[src/rtl/bs_pkg.sv]
// Shared definitions for the bit-serial operand feeder: operand widths,
// precision encoding, FSM state type and the sub-weight mask helper.
package bs_pkg;

  localparam int ACT_W  = 8;
  localparam int WGT_W  = 8;
  localparam int IDX_W  = 3;
  localparam int PAIR_W = ACT_W + WGT_W;

  typedef enum logic [1:0] {
    PREC_8B = 2'b00,
    PREC_4B = 2'b01,
    PREC_2B = 2'b10
  } prec_e;

  typedef enum logic {
    ST_IDLE  = 1'b0,
    ST_SHIFT = 1'b1
  } state_e;

  // Mask selecting the bit position inside one sub-weight (N-1 for N-bit
  // sub-weights); the unused encoding 2'b11 falls back to 8-bit words.
  function automatic logic [IDX_W-1:0] prec_mask(input logic [1:0] p);
    logic [IDX_W-1:0] m;
    m = 3'd7;
    if (p == PREC_4B) m = 3'd3;
    else if (p == PREC_2B) m = 3'd1;
    return m;
  endfunction

endpackage

[src/rtl/bs_operand_fifo.sv]
// Two-entry operand FIFO holding {act, wgt} pairs ahead of the shifter.
// Storage is not reset; only the occupancy/pointer state is.
module bs_operand_fifo
  import bs_pkg::*;
#(
  parameter int DATA_W = PAIR_W
) (
  input  logic              clk,
  input  logic              rstn,
  input  logic              push,
  input  logic [DATA_W-1:0] push_data,
  input  logic              pop,
  output logic [DATA_W-1:0] pop_data,
  output logic              full,
  output logic              empty
);

  logic [DATA_W-1:0] mem [2];
  logic              wr_ptr;
  logic              rd_ptr;
  logic [1:0]        count;

  assign full     = (count == 2'd2);
  assign empty    = (count == 2'd0);
  assign pop_data = mem[rd_ptr];

  // Write the incoming pair into the slot addressed by the write pointer.
  always_ff @(posedge clk) begin
    if (push) mem[wr_ptr] <= push_data;
  end

  // Pointer and occupancy bookkeeping; push and pop may coincide.
  always_ff @(posedge clk or negedge rstn) begin
    if (!rstn) begin
      wr_ptr <= 1'b0;
      rd_ptr <= 1'b0;
      count  <= 2'd0;
    end else begin
      if (push) wr_ptr <= ~wr_ptr;
      if (pop)  rd_ptr <= ~rd_ptr;
      case ({push, pop})
        2'b10:   count <= count + 2'd1;
        2'b01:   count <= count - 2'd1;
        default: count <= count;
      endcase
    end
  end

endmodule

[src/rtl/bit_serial_feeder.sv]
// Bit-serial operand feeder: queues {activation, packed weight} pairs and
// streams each weight LSB first, one bit per accepted beat, eight beats per
// word, with sub-weight first/last (sign) markers for the MAC.
// Optional feature: define BSF_PAIR_COUNT_EN to add the pair_cnt output,
// a wrapping count of completed words.
module bit_serial_feeder
  import bs_pkg::*;
(
  input  logic             clk,
  input  logic             rstn,
  input  logic [1:0]       prec,
  input  logic             in_valid,
  output logic             in_ready,
  input  logic [ACT_W-1:0] in_act,
  input  logic [WGT_W-1:0] in_wgt,
  output logic             out_en,
  input  logic             out_ready,
  output logic [ACT_W-1:0] out_act,
  output logic             out_wbit,
  output logic [IDX_W-1:0] out_idx,
  output logic             out_first,
  output logic             out_last,
  output logic             out_word_done,
  output logic             busy
`ifdef BSF_PAIR_COUNT_EN
  ,
  output logic [15:0]      pair_cnt
`endif
);

  state_e            state;
  state_e            state_nxt;
  logic              load;
  logic              beat;
  logic              fifo_push;
  logic              fifo_full;
  logic              fifo_empty;
  logic [PAIR_W-1:0] fifo_dout;
  logic [ACT_W-1:0]  act_r;
  logic [WGT_W-1:0]  wgt_r;
  logic [IDX_W-1:0]  idx_r;
  logic [IDX_W-1:0]  mask_r;
  logic              last_bit;

  // in_ready ignores a same-cycle pop so a full FIFO never takes a push.
  assign in_ready  = ~fifo_full;
  assign fifo_push = in_valid & ~fifo_full;

  bs_operand_fifo #(.DATA_W(PAIR_W)) u_fifo (
    .clk       (clk),
    .rstn      (rstn),
    .push      (fifo_push),
    .push_data ({in_act, in_wgt}),
    .pop       (load),
    .pop_data  (fifo_dout),
    .full      (fifo_full),
    .empty     (fifo_empty)
  );

  assign out_en   = (state == ST_SHIFT);
  assign beat     = out_en & out_ready;
  assign last_bit = (idx_r == 3'd7);

  // FSM state register.
  always_ff @(posedge clk or negedge rstn) begin
    if (!rstn) state <= ST_IDLE;
    else       state <= state_nxt;
  end

  // Next state and word-load decision; back-to-back words load on the
  // final accepted beat so there is no bubble between them.
  always_comb begin
    state_nxt = state;
    load      = 1'b0;
    case (state)
      ST_IDLE: begin
        if (!fifo_empty) begin
          load      = 1'b1;
          state_nxt = ST_SHIFT;
        end
      end
      ST_SHIFT: begin
        if (beat && last_bit) begin
          if (!fifo_empty) load = 1'b1;
          else             state_nxt = ST_IDLE;
        end
      end
      default: state_nxt = ST_IDLE;
    endcase
  end

  // Shifter: capture the head pair and its precision at load, then step
  // the bit index on each accepted beat; 7 -> 0 wraps naturally.
  always_ff @(posedge clk or negedge rstn) begin
    if (!rstn) begin
      act_r  <= '0;
      wgt_r  <= '0;
      idx_r  <= '0;
      mask_r <= 3'd7;
    end else if (load) begin
      act_r  <= fifo_dout[PAIR_W-1:WGT_W];
      wgt_r  <= fifo_dout[WGT_W-1:0];
      idx_r  <= '0;
      mask_r <= prec_mask(prec);
    end else if (beat) begin
      idx_r  <= idx_r + 3'd1;
    end
  end

  assign out_act       = act_r;
  assign out_idx       = idx_r;
  assign out_wbit      = out_en & wgt_r[idx_r];
  assign out_first     = out_en & ((idx_r & mask_r) == 3'd0);
  assign out_last      = out_en & ((idx_r & mask_r) == mask_r);
  assign out_word_done = out_en & last_bit;
  assign busy          = out_en | ~fifo_empty;

`ifdef BSF_PAIR_COUNT_EN
  // Count completed words; wraps from 0xFFFF to 0.
  always_ff @(posedge clk or negedge rstn) begin
    if (!rstn)                pair_cnt <= '0;
    else if (beat && last_bit) pair_cnt <= pair_cnt + 16'd1;
  end
`endif

endmodule
[config.mk]
export PLATFORM = sky130hd
export DESIGN_NAME = bit_serial_feeder
export DESIGN_NICKNAME = d
export VERILOG_FILES = /design/src/rtl/bs_pkg.sv /design/src/rtl/bs_operand_fifo.sv /design/src/rtl/bit_serial_feeder.sv
export SDC_FILE = /design/constraint.sdc
export NUM_CORES = 1
export LEC_CHECK = 0
export CORE_MARGIN = 4
export CORE_UTILIZATION = 56
export DETAILED_ROUTE_END_ITERATION = 7
export MAX_ROUTING_LAYER = met4
export PLACE_DENSITY = 0.8
export SLEW_MARGIN = 10
export SYNTH_ARGS = -nofsm -noshare
export SYNTH_HDL_FRONTEND = slang
export SYNTH_SLANG_ARGS = --single-unit
export TNS_END_PERCENT = 100
[constraint.sdc]
create_clock -name clk -period 4.3 [get_ports clk]
set_input_delay 0.43 -clock clk [delete_from_list [all_inputs] [get_ports clk]]
set_output_delay 0.43 -clock clk [all_outputs]
set_load 0.02 [all_outputs]
==> run_1/registers.png <==
Scale bar: 20 um. Other sequential cells in the stronger grey, the rest of the logic in the fainter grey.
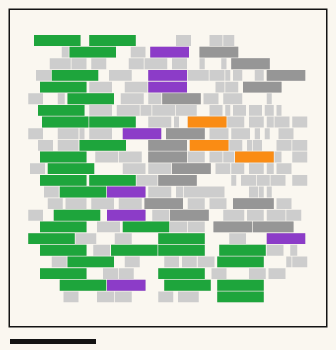
Key: u_fifo.mem = green [flops 32]; out_act = purple [flops 8]; out_idx = orange [flops 3]
Another 15 sequential cells are not coloured.
register share of the cell area: 0.538
Finished Core Util: 0.735

==> run_1/drive_strength.png <==
Scale bar: 20 um.
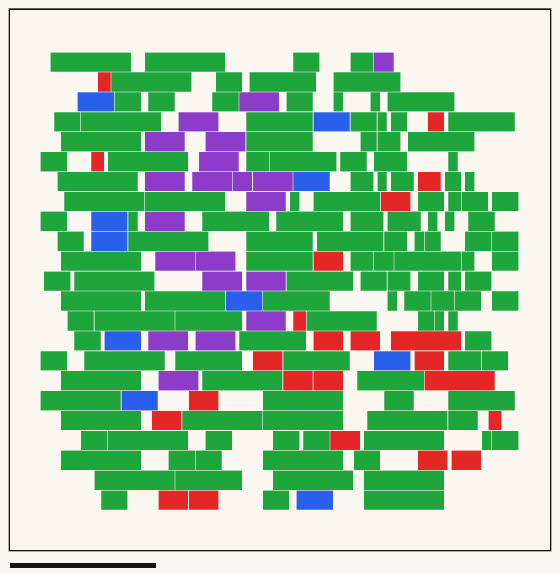
Key: drive 2 = red [cells 23, share 12%]; drive 6 and up = blue [cells 10, share 5.3%]; drive 1 or less = green [cells 137, share 72%]; drive 3 to 4 = purple [cells 20, share 11%]
Design Area, Final: 3000 um^2
setup slack after layout: 1780 ps

==> run_1/final_congestion.png <==
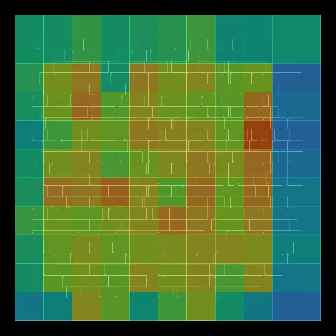
Total Routing Usage GR: 0.160
Top Usage Layer GRT: met2

==> flow_metrics.env, run 1 <==
# yosys + openroad results
export IMPL_cpPeakStageDelay_ps=580
export IMPL_gp_congestion=0.811
export IMPL_cts_inserted_buffers=9
export IMPL_critPathCaptureType="primary output"
export IMPL_cts_sinks=58
export IMPL_io_pins=40
export IMPL_first_pass_iters=3
export IMPL_warnings=26
export IMPL_cts_buffer_depth=2
export IMPL_chipArea_um2=5440
export IMPL_finalSetupTns_ps=0
export IMPL_drive_gt1_frac=0.279
export IMPL_finalMaxSlewViolations=0
export IMPL_grt_max_degree=27
export IMPL_status="finished, final reports clean"
export IMPL_setup_viol=0
export IMPL_rows=23
export IMPL_fp_nets=163
export IMPL_reg2reg_depth=7
export IMPL_dieWidth_um=73.8
export IMPL_hold_viol_final=0
export IMPL_drt_initial_drc_count=33
export IMPL_ys_chip_area_um2=2420
export IMPL_cts_root_buf="clkbuf_8"
export IMPL_startpoint_type="flop"
export IMPL_vias=1265
export IMPL_cts_tree="built"
export IMPL_fp_utilization=0.592
export IMPL_wirelength_um=3640
export IMPL_ir_drop_uv=339
export IMPL_htree_levels=3
export IMPL_ys_ff=58
export IMPL_synth_seq_share=0.667
export IMPL_worst_endpoint_arrival_ps=2090
export IMPL_ff_type="edfxtp_1"
export IMPL_power_density_nw_per_um2=673
export IMPL_leakage_nw=1.22
export IMPL_num_fill_cells=279
export IMPL_grt_pass1_wl_um=6070
export IMPL_cts_hold_buffers_added=0
export IMPL_hold_slack_ps=91.8
export IMPL_rsz0062_at_grt="no"
export IMPL_skew_ps=6.93
export IMPL_drv_cap=0
export IMPL_syn_area_um2=2420
export IMPL_diodes=0
export IMPL_ant_nets=0
export IMPL_syn_inst=137
export IMPL_core_area_um2=4090
==> run 1: through the flow <==
step           power, mW  worst slack (ps)   util  area, um^2  std cells
4_1_cts             2.05              1760  0.736        3010        240
2_1_floorplan       1.40              2370      -        2420        137
5_1_grt             2.13              1660  0.735        3000        240
6_report            2.02              1780  0.735        3000        240
3_3_place_gp        1.61              1800  0.696        2840        224
3_5_place_dp        1.63              1740  0.696        2840        224
==> run 1: placed cells by master (no fill, tap or decap), drive strengths merged <==
cell type       n
inv             5
mux4            1
clkdlybuf4s50  38
mux2           35
or3             1
and3            1
xor2            2
ha              4
nor2            4
nand2           4
o22ai           1
o31ai           1
nand2b          1
a311oi          1
nor3            2
buf             3
a21oi           1
dfstp           2
o21ai           1
dfrtp          24
clkbuf         13
edfxtp         32
mux2i           2
o211a           1
clkinv          3
a22o            3
xnor2           3
and2            1
==> run 1: logic make-up (layout without fill, tap and decap cells) <==
family,after synthesis,count (layout),synth area share
DFF,58,58,0.667
and+or+nand+nor,14,14,0.0279
adders and majority gates,4,4,0.0207
buffers and inverters,9,62,0.0269
muxes,38,38,0.210
AOI/OAI and AO/OA,9,9,0.0300
xor gates and xnor gates,5,5,0.0181
==> run 1: registers in the layout, summed over array words and instances (netlist names) <==
signal,count
u_fifo.mem,32
out_act,8
wgt_r,8
out_idx,3
mask_r,2
u_fifo.count,2
out_en,1
u_fifo.rd_ptr,1
u_fifo.wr_ptr,1
==> run 1: critical path: cells and delay by family (launching register included) <==
| kind | cells | cell delay, ps |
|---|---|---|
| compound gates | 1 | 50 |
| buf+inv | 1 | 560 |
| flops | 1 | 480 |
| simple gates | 1 | 100 |
| mux | 1 | 580 |
==> run 1: worst paths after layout <==
check | from | end | slack (ps)
max in group asynchronous | rstn | out_en$_DFF_PN0_ | 3840
hold / removal | rstn | out_idx[2]$_DFFE_PN0P_ | 90
setup / recovery | out_idx[1]$_DFFE_PN0P_ | out_wbit | 1780
min in group clk | out_act[6]$_DFFE_PN0N_ | out_act[6]$_DFFE_PN0N_ | 490
hold reg to reg | out_act[6]$_DFFE_PN0N_ | out_act[6]$_DFFE_PN0N_ | 490
setup reg to reg | out_idx[1]$_DFFE_PN0P_ | u_fifo.count[1]$_DFFE_PN0P_ | 1900
==> run 1: report_power, final <==
part           switching (mW)  internal [mW]
sequential              0.138          0.789
combinational           0.275          0.408
clock                   0.189          0.222
==> run 1: metal layers <==
layer  global-route usage  part of all wire  vias to the layer above
met3               0.0479             0.052                        6
met5                    -                 0                        -
met1                0.181              0.42                      621
li1                     -                 -                      607
met4               0.0966             0.018                        0
met2                0.248              0.51                       31
==> run 1: synthesized netlist by cell type, drive strengths merged (3+ instances only) <==
master,number,share of area
a22o,3,0.011
buf,4,0.019
dfrtp,24,0.25
edfxtp,32,0.40
ha,4,0.021
inv,5,0.0078
mux2,35,0.19
nand2,4,0.0062
nor2,4,0.0072
xnor2,3,0.011
==> run 1: cell type report <==
type                    instances  area, um^2  share of cell area
clock inverters                 3        15.0             0.00500
flip-flops and latches         58        1610               0.538
well taps                      50        62.6              0.0208
repair buffers                 41         400               0.133
clock buffers                  13         149              0.0496
inverters                       5        18.8             0.00625
multi-input cells              70         742               0.247
==> run_1/gate_families.png <==
Scale bar: 20 um.
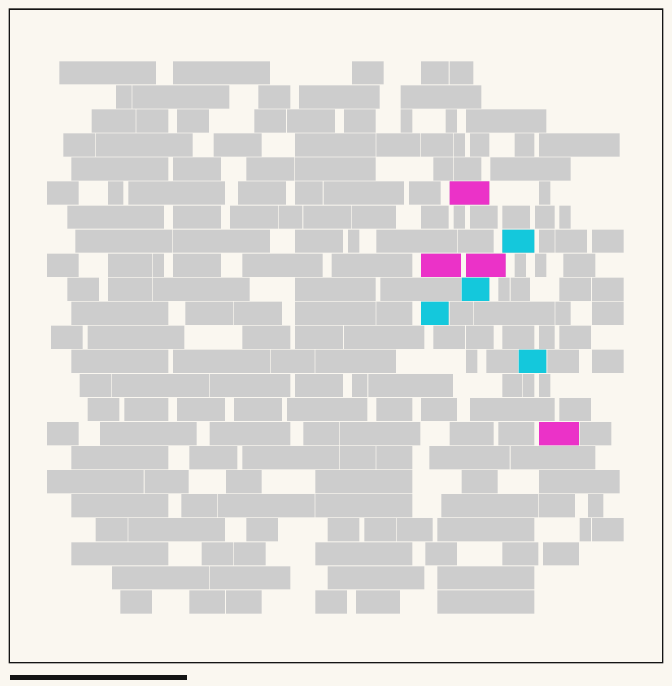

==> run 2, diff against run 1 <==
- CORE_UTILIZATION: 56 -> 52
- PLACE_DENSITY: 0.8 -> 0.75
- clock period: 4.3 -> 2.6 ns (I/O delays scaled with it)
==> run_2/gate_families.png <==
Scale bar: 20 um.
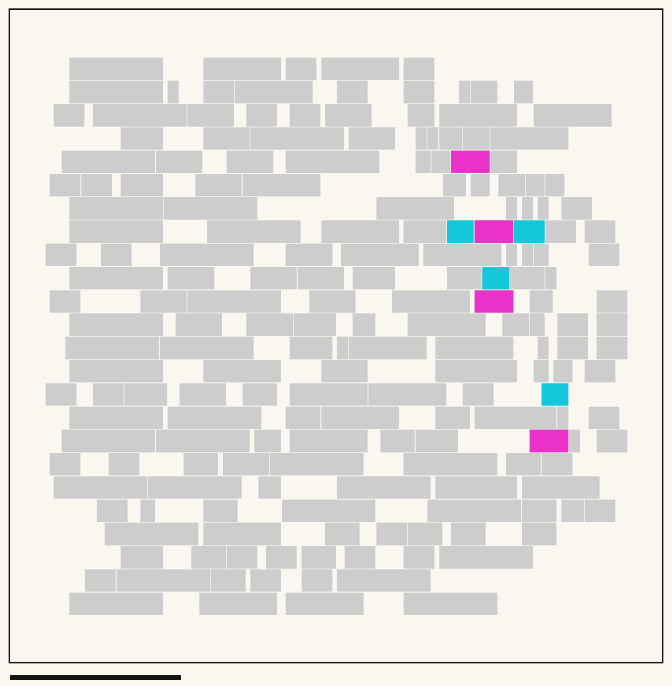
Key: AND-OR and OR-AND gates = cyan [cells 4]; adder and majority cells = magenta [cells 4]
non-filler cells in the finished layout: 244
logic share of the area: 0.242
Top cell excl fill/tap: clkdlybuf4s50_1

==> run 2 against run 1 <==
  * Setup slack got worse by 1600 ps
  * Final cell count rose by 1.7%
  * Clock power rose by 110%
  * Area after synthesis did not move
  * Largest power group unchanged
==> flow_metrics.env, run 2 <==
# yosys + openroad results
export IMPL_finalSetupTns_ps=0
export IMPL_sw_frac_of_total=0.291
export IMPL_largest_reg_flops=32
export IMPL_top_area_frac=0.397
export IMPL_startpoint_type="flop"
export IMPL_status="finished, final reports clean"
export IMPL_synth_seq_share=0.667
export IMPL_postLayoutCoreUtil=0.691
export IMPL_grt_max_degree=27
export IMPL_warnings=26
export IMPL_power_density_nw_per_um2=1160
export IMPL_ff_type="edfxtp_1"
export IMPL_cts_inserted_buffers=9
export IMPL_top_cells_by_area="edfxtp_1 40%, dfrtp_1 25%, mux2_4 11%"
export IMPL_cpPeakStageDelay_ps=600
export IMPL_finalMaxSlewViolations=0
export IMPL_switchingPower_mw=1.04
export IMPL_worstReg2RegEnd="out_act[4]$_DFFE_PN0N_"
export IMPL_ff2ff_setup_slack_ps=660
export IMPL_reg2reg_depth=6
export IMPL_skew_ps=8.24
export IMPL_drive_gt1_frac=0.286
export IMPL_leakage_nw=1.25
export IMPL_rows=24
export IMPL_wirelength_um=3850
export IMPL_ys_ff=58
export IMPL_cts_hold_buffers_added=0
export IMPL_grt_pass1_wl_um=6870
export IMPL_hold_viol_final=0
export IMPL_ir_drop_uv=833
export IMPL_path_buffers=1
export IMPL_first_pass_iters=4
export IMPL_top_cell="edfxtp_1"
-- run 2: cell counts after synthesis --
No cell type changed its count.
-- run 2: per-layer routing --
| metal | routed length (um) | vias up | track usage |
|---|---|---|---|
| met5 | 0 | - | - |
| met1 | 1690 | 629 | 0.183 |
| met4 | 75 | 0 | 0.0815 |
| met2 | 1910 | 30 | 0.245 |
| li1 | - | 610 | - |
| met3 | 169 | 8 | 0.0426 |
-- run 2: worst max-delay path by stage --
stage,startpoint,end,slack [ps],cells after the start
3_5_place_dp,out_idx[1]$_DFFE_PN0P_,out_wbit,550,4
4_1_cts,out_idx[1]$_DFFE_PN0P_,out_wbit,200,4
5_1_grt,out_idx[1]$_DFFE_PN0P_,out_wbit,130,4
3_3_place_gp,out_idx[1]$_DFFE_PN0P_,out_wbit,630,4
6_report,out_idx[1]$_DFFE_PN0P_,out_wbit,200,4
2_1_floorplan,out_idx[1]$_DFFE_PN0P_,u_fifo.count[1]$_DFFE_PN0P_,670,8
-- run 2: power by group through the flow --
stage          sequential [mW]  combinational [mW]  clock [mW]
2_1_floorplan             1.55               0.765           0
3_3_place_gp              1.50                1.17           0
3_5_place_dp              1.52                1.20           0
4_1_cts                   1.50                1.21       0.884
5_1_grt                   1.54                1.28       0.945
6_report                  1.50                1.19       0.870
-- run 2: worst reg2reg max path: stages, from the launching register on --
cell,delay (ps)
dfrtp_1,480
ha_1,210
ha_1,160
nand2_1,100
a21oi_2,180
buf_4,320
mux2_2,380
-- run 2: stage by stage --
stage / instances / instance area [um^2] / setup WS (ps) / hold WS [ps] / total power [mW]
after CTS: 244 / 3070 / 199 / 313 / 3.60
after detailed placement: 228 / 2860 / 549 / 485 / 2.72
final: 244 / 3070 / 203 / 310 / 3.56
after global routing: 244 / 3070 / 133 / 335 / 3.77
after global placement: 228 / 2860 / 629 / 474 / 2.67
after floorplan: 137 / 2420 / 668 / -35.6 / 2.31
-- run 2: layout make-up --
class | instances | area, um^2
Clock inverter | 6 | 81.3
Clock buffer | 10 | 128
Timing Repair Buffer | 43 | 420
Inverter | 5 | 18.8
Fill cell | 316 | 1380
Multi-Input combinational cell | 70 | 742
Sequential cell | 58 | 1610
Tap cell | 52 | 65.1
-- run 2: kinds of logic after synthesis --
| family | count (synthesis) | share of synthesized area |
|---|---|---|
| fa+ha+maj | 4 | 0.0207 |
| flops | 58 | 0.667 |
| xor+xnor | 5 | 0.0181 |
| compound gates | 9 | 0.0300 |
| buf+inv | 9 | 0.0269 |
| mux | 38 | 0.210 |
| simple gates | 14 | 0.0279 |
Power figures rest on the tool's default switching activity, not on a simulated workload.
